`config.mk`:
```
export PLATFORM = sky130hd
export DESIGN_NAME = hazard_stall_controller
export DESIGN_NICKNAME = d
export VERILOG_FILES = /design/src/rtl/hazard_stall_controller_pkg.sv /design/src/rtl/hazard_stall_controller_load_use_detector.sv /design/src/rtl/hazard_stall_controller.sv
export SDC_FILE = /design/constraint.sdc
export NUM_CORES = 1
export LEC_CHECK = 0
export CAP_MARGIN = 10
export CORE_AREA = 2 2 39 41
export DETAILED_ROUTE_END_ITERATION = 10
export DIE_AREA = 0 0 41 43
export PLACE_DENSITY = 0.61
export SLEW_MARGIN = 20
export SYNTH_ARGS = -nofsm -noshare
export SYNTH_HDL_FRONTEND = slang
export SYNTH_SLANG_ARGS = --single-unit
```
`constraint.sdc`:
```
create_clock -name clk -period 1.5 [get_ports clk]
set_clock_uncertainty 0.2 [all_clocks]
set_input_delay 0.225 -clock clk [delete_from_list [all_inputs] [get_ports clk]]
set_output_delay 0.225 -clock clk [all_outputs]
set_load 0.02 [all_outputs]
```
`src/rtl/hazard_stall_controller_pkg.sv`:
```
// Shared definitions for the hazard/stall controller: FSM state encodings,
// the reserved-code decode rule and the default register address width.
package hazard_stall_controller_pkg;

    localparam int ADDR_LEN_DEF = 5;

    // 2'b10 is reserved and 2'b11 is unused; neither is ever loaded.
    typedef enum logic [1:0] {
        ST_RUN   = 2'b00,
        ST_STALL = 2'b01
    } ctrl_state_e;

    // Any encoding other than STALL is treated as RUN.
    function automatic ctrl_state_e decode_state(input logic [1:0] s);
        return (s == ST_STALL) ? ST_STALL : ST_RUN;
    endfunction

endpackage

```
`src/rtl/hazard_stall_controller_load_use_detector.sv`:
```
// Combinational load-use compare between the ID operands and the load in EX.
// Register 0 never produces a hazard.
module load_use_detector
    import hazard_stall_controller_pkg::*;
#(
    parameter int ADDR_LEN = ADDR_LEN_DEF
) (
    input  logic [ADDR_LEN-1:0] id_rs_addr,
    input  logic [ADDR_LEN-1:0] id_rt_addr,
    input  logic                id_use_rs,
    input  logic                id_use_rt,
    input  logic [ADDR_LEN-1:0] ex_wb_addr,
    input  logic                ex_mem_read,
    output logic                hazard
);

    logic rs_hit;
    logic rt_hit;

    assign rs_hit = id_use_rs && (id_rs_addr == ex_wb_addr);
    assign rt_hit = id_use_rt && (id_rt_addr == ex_wb_addr);
    assign hazard = ex_mem_read && (ex_wb_addr != '0) && (rs_hit || rt_hit);

endmodule

```
`src/rtl/hazard_stall_controller.sv`:
```
// Pipeline sequencing controller: freeze on data-memory wait, flush on taken
// branch, multi-cycle load-use bubbles. Optional HAZARD_PERF_COUNTERS_EN adds counters.
module hazard_stall_controller
    import hazard_stall_controller_pkg::*;
#(
    parameter int ADDR_LEN        = ADDR_LEN_DEF,
    parameter int LOAD_USE_STALLS = 1,
    parameter int CNT_W           = 32
) (
    input  logic                clk,
    input  logic                rst_n,
    input  logic [ADDR_LEN-1:0] id_rs_addr,
    input  logic [ADDR_LEN-1:0] id_rt_addr,
    input  logic                id_use_rs,
    input  logic                id_use_rt,
    input  logic [ADDR_LEN-1:0] ex_wb_addr,
    input  logic                ex_mem_read,
    input  logic                ex_branch_taken,
    input  logic                dmem_busy,
    output logic                pc_we,
    output logic                if_id_we,
    output logic                if_id_flush,
    output logic                id_ex_we,
    output logic                id_ex_flush,
    output logic                ex_mem_we,
    output logic                mem_wb_flush,
    output logic [1:0]          ctrl_state
`ifdef HAZARD_PERF_COUNTERS_EN
    ,
    output logic [CNT_W-1:0]    stall_cycles,
    output logic [CNT_W-1:0]    flush_count,
    output logic [CNT_W-1:0]    freeze_cycles
`endif
);

    if (LOAD_USE_STALLS < 1 || LOAD_USE_STALLS > 7 || CNT_W < 1) begin : g_param_err
        $error("hazard_stall_controller: LOAD_USE_STALLS must be 1..7 and CNT_W >= 1");
    end

    localparam logic [2:0] STALL_INIT = 3'(LOAD_USE_STALLS - 1);

    ctrl_state_e state_q, state_d;
    logic [2:0]  cnt_q, cnt_d;
    ctrl_state_e cur_st;
    logic        hazard;
    logic        bubble_ev;
    logic        branch_ev;

    load_use_detector #(
        .ADDR_LEN(ADDR_LEN)
    ) u_load_use_detector (
        .id_rs_addr (id_rs_addr),
        .id_rt_addr (id_rt_addr),
        .id_use_rs  (id_use_rs),
        .id_use_rt  (id_use_rt),
        .ex_wb_addr (ex_wb_addr),
        .ex_mem_read(ex_mem_read),
        .hazard     (hazard)
    );

    assign cur_st     = decode_state(state_q);
    assign ctrl_state = state_q;

    always_ff @(posedge clk or negedge rst_n) begin
        if (!rst_n) begin
            state_q <= ST_RUN;
            cnt_q   <= 3'd0;
        end else begin
            state_q <= state_d;
            cnt_q   <= cnt_d;
        end
    end

    always_comb begin
        state_d      = state_q;
        cnt_d        = cnt_q;
        pc_we        = 1'b1;
        if_id_we     = 1'b1;
        if_id_flush  = 1'b0;
        id_ex_we     = 1'b1;
        id_ex_flush  = 1'b0;
        ex_mem_we    = 1'b1;
        mem_wb_flush = 1'b0;
        bubble_ev    = 1'b0;
        branch_ev    = 1'b0;
        // Reset drives the outputs directly so an async assert takes effect at once.
        if (!rst_n) begin
            pc_we        = 1'b0;
            if_id_we     = 1'b0;
            id_ex_we     = 1'b0;
            ex_mem_we    = 1'b0;
            if_id_flush  = 1'b1;
            id_ex_flush  = 1'b1;
            mem_wb_flush = 1'b1;
        end else if (dmem_busy) begin
            pc_we        = 1'b0;
            if_id_we     = 1'b0;
            id_ex_we     = 1'b0;
            ex_mem_we    = 1'b0;
            mem_wb_flush = 1'b1;
        end else if (ex_branch_taken) begin
            branch_ev   = 1'b1;
            if_id_flush = 1'b1;
            id_ex_flush = 1'b1;
            state_d     = ST_RUN;
            cnt_d       = 3'd0;
        end else if (cur_st == ST_STALL || hazard) begin
            bubble_ev   = 1'b1;
            pc_we       = 1'b0;
            if_id_we    = 1'b0;
            id_ex_flush = 1'b1;
            if (cur_st == ST_STALL) begin
                if (cnt_q <= 3'd1) begin
                    state_d = ST_RUN;
                    cnt_d   = 3'd0;
                end else begin
                    cnt_d = cnt_q - 3'd1;
                end
            end else if (LOAD_USE_STALLS > 1) begin
                state_d = ST_STALL;
                cnt_d   = STALL_INIT;
            end
        end
    end

`ifdef HAZARD_PERF_COUNTERS_EN
    logic [CNT_W-1:0] stall_q, flush_q, freeze_q;

    function automatic logic [CNT_W-1:0] sat_inc(input logic [CNT_W-1:0] v);
        return (&v) ? v : v + {{(CNT_W-1){1'b0}}, 1'b1};
    endfunction

    always_ff @(posedge clk or negedge rst_n) begin
        if (!rst_n) begin
            stall_q  <= '0;
            flush_q  <= '0;
            freeze_q <= '0;
        end else begin
            if (bubble_ev) stall_q  <= sat_inc(stall_q);
            if (branch_ev) flush_q  <= sat_inc(flush_q);
            if (dmem_busy) freeze_q <= sat_inc(freeze_q);
        end
    end

    assign stall_cycles  = stall_q;
    assign flush_count   = flush_q;
    assign freeze_cycles = freeze_q;
`endif

endmodule

```
==> out/summary.rpt <==
RUN STATUS
--------------------------------------------------------------------------------
Status                                                              finished with violations
Violations in the final reports                                     setup timing

SETUP PATH
--------------------------------------------------------------------------------
Data arrival time of the critical path                                   1.40 ns
Worst setup SP type                                                   input port
Critical path class                                                       in2out
Maximum fanout count along the critical path                                   3
Critical path required time                                              1.07 ns
Crit end category                                                     output pin

FINAL TIMING
--------------------------------------------------------------------------------
Final critical-path setup slack                                        -0.330 ns
Highest achievable clock rate                                            546 MHz
Post-layout period usage of the worst path                                  1.22
Minimum clock period after layout                                        1.83 ns
Unrepaired setup endpoints after global routing                             true
Final setup vio count                                                          3
Number of slew-limit violations in the final report                            0
Final number of hold-violating endpoints                                       0
Post-Route Setup TNS                                                   -0.959 ns

POWER
--------------------------------------------------------------------------------
Fraction of power consumed by combinational cells                          1.000
Static power due to leakage                                             0.243 nW
Worst IR drop on VDD                                                      104 uV
Cell internal power dissipation                                      0.0000799 W
Total net switching power                                            0.0000654 W
Flop pwr share                                                                 0
Fraction of power spent switching nets                                     0.450
Clock power share                                                              0
Power density over cell area                                         281 mW/mm^2

FINISH
--------------------------------------------------------------------------------
Clkbuf count                                                                   0
Total number of nets in the final design                                      80
Sequential cell count of the final layout                                      0
Final standard cell count with taps included and fillers excluded             72
Sequential cell area                                                      0 um^2
Antenna Diode Count                                                            0
Ratio of cells with drive above 1 in the final layout                      0.518
P&R area growth vs syn                                                      139%

PLACED DESIGN
--------------------------------------------------------------------------------
Final weighted congestion in routability-driven placement                  0.670
Placed cells                                                                  72
Count of port buffers added during placement                                  28

HOLD PATH
--------------------------------------------------------------------------------
Worst Hold End                                                      mem_wb_flush
Number of stages on the worst hold path                                        3
Worst hold path class                                                     in2out
Beginning of the worst hold path                                           rst_n

DIE
--------------------------------------------------------------------------------
Die area                                                            0.00176 mm^2
IO Pins                                                                       31
Core outline area                                                   0.00138 mm^2
Row Count                                                                     14
Vertical extent of the die                                                 43 um
Pre-placement core utilization                                             0.156
Die boundary width                                                         41 um

SYNTH
--------------------------------------------------------------------------------
Count of unique library cells instantiated by Yosys                           15
Yosys stat area                                                         216 um^2
Portion of the post-synthesis area used by sequential elements                 0
Number of instances in the synthesized netlist                                27
Synthesis warning total                                                        0
Area of the mapped netlist                                              216 um^2
Count of instantiated cells in the yosys netlist                              27
Mean cell area of the mapped netlist                                   8.02 um^2

GLOBAL ROUTE
--------------------------------------------------------------------------------
Final global-route overflow total                                              0
First-pass GRT wire length                                               1.14 mm
Number of global-route vias before repair                                    269
Maximum number of pins on one net before global-route repair                   4
Overall fraction of global-route tracks in use                            0.0850
Number of antenna violations at the first check in global routing              0

DRT
--------------------------------------------------------------------------------
Detailed-routing iteration count for the pre-antenna-repair pass               2
Post-Route WL                                                             657 um
Count of antenna-violating nets left after detailed routing                    0
Mean number of vias per cell                                                4.07
Average wire per cell in the routed design                               9.13 um
Post-detailed-route DRC marker count                                           0
Count of vias placed by the detailed router                                  293
Detailed router's first-iteration violation count                              2

RUN
--------------------------------------------------------------------------------
Number of max-cap violations                                                   0
Tool Warnings                                                                 32

CLOCKING
--------------------------------------------------------------------------------
Hold-fix buffers, CTS                                                          0

layer usage:
metal  vias up  share of wire  global-route usage  wire (um)
li1        144              -                   -          -
met1       127           0.35               0.114        233
met2        22           0.47               0.147        310
met3         0           0.17              0.0105        112
met4         0              0                   0          0
met5         -              0                   0          0
per-stage QoR:
step / power [W] / hold WS, ns / area [um^2] / utilization / setup WS, ns
2_1_floorplan: 0.0000620 / 0.357 / 224 / - / -0.265
3_3_place_gp: 0.000151 / 1.34 / 524 / 0.379 / -1.14
3_5_place_dp: 0.000151 / 1.33 / 524 / 0.379 / -1.15
4_1_cts: 0.000142 / 0.774 / 498 / 0.360 / -0.340
5_1_grt: 0.000159 / 0.613 / 518 / 0.374 / -0.434
6_report: 0.000145 / 0.576 / 518 / 0.374 / -0.330
power by group through the flow:
stage	sequential, W	clock [W]	combinational [W]
global placement	0	0	0.000151
CTS	0	0	0.000142
global route	0	0	0.000159
detailed placement	0	0	0.000151
finish	0	0	0.000145
floorplan	0	0	0.0000620
cell usage after synthesis:
| library cell | n | share of area |
|---|---|---|
| a32oi_1 | 1 | 0.040 |
| and2_0 | 1 | 0.029 |
| buf_4 | 4 | 0.14 |
| conb_1 | 1 | 0.017 |
| inv_1 | 1 | 0.017 |
| nand2_1 | 1 | 0.017 |
| nand2b_1 | 2 | 0.058 |
| nor4_1 | 1 | 0.029 |
| nor4_2 | 1 | 0.058 |
| o21ai_2 | 1 | 0.040 |
| o311ai_2 | 1 | 0.075 |
| o31a_1 | 1 | 0.040 |
| or4_1 | 1 | 0.035 |
| xnor2_1 | 2 | 0.081 |
| xor2_1 | 8 | 0.32 |
worst max-delay path by stage:
stage	from	end	slack [ns]	cells after the start
finish	ex_wb_addr[2]	if_id_we	-0.33	5
CTS	id_rs_addr[1]	if_id_we	-0.34	6
global route	ex_wb_addr[2]	id_ex_flush	-0.43	6
global placement	ex_wb_addr[3]	id_ex_flush	-1.14	6
floorplan	ex_wb_addr[1]	pc_we	-0.26	4
detailed placement	ex_wb_addr[3]	id_ex_flush	-1.15	6
critical path: stages:
cell	delay, ns
buf_4	0.13
or4_4	0.53
o21ai_4	0.17
o31a_1	0.21
buf_6	0.14
cell type report:
class	instances	area, um^2
Fill cell	163	866
Timing Repair Buffer	32	268
Multi-Input combinational cell	23	226
Tap cell	16	20.0
Inverter	1	3.75
cell usage in the layout, fill, tap and decap left out, types with 4 or more instances in the layout:
cell	synthesis	layout
buf_2	0	7
buf_4	4	7
buf_6	0	6
clkdlybuf4s50_1	0	4
dlygate4sd2_1	0	4
xor2_1	8	6
what timing repair did:
item                       CTS  global route
cloned                       0             0
setup buffers                0             0
setup endpoints to repair    7             6
hold endpoints to repair     0             0
pin swaps                   13             0
gates resized               84             8
cell families after synthesis:
family / synth area share
xor gates and xnor gates: 0.405
other: 0.0173
AOI/OAI and AO/OA: 0.197
and+or+nand+nor: 0.225
buffers and inverters: 0.156
Cells by drive strength:
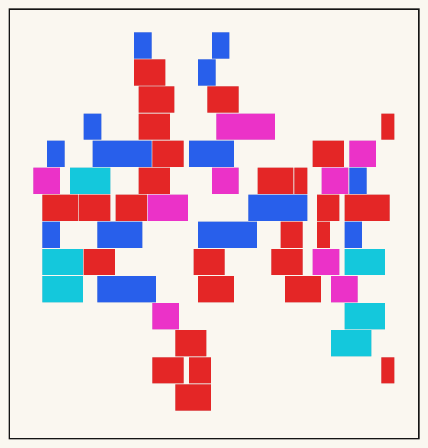
colour	size	cells	share	most used
blue	_2 cells	14	25%	buf_2
cyan	_6 and larger	6	11%	buf_6
red	_0 and _1 cells	27	48%	xor2_1
magenta	_3 and _4 cells	9	16%	buf_4

Wires at chosen ports, followed through buffers:
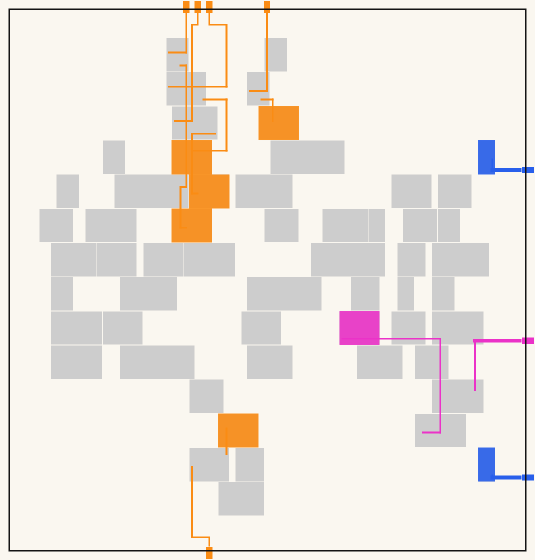
colour	port	bits	direction	end cells	buffers	wire
orange	id_rt_addr	5	input	5	5	77.1 um
magenta	pc_we	1	output	1	1	24.2 um
blue	ctrl_state	2	output	2	0	5.40 um

No activity file was given, so power comes from the tool's default toggle rates.
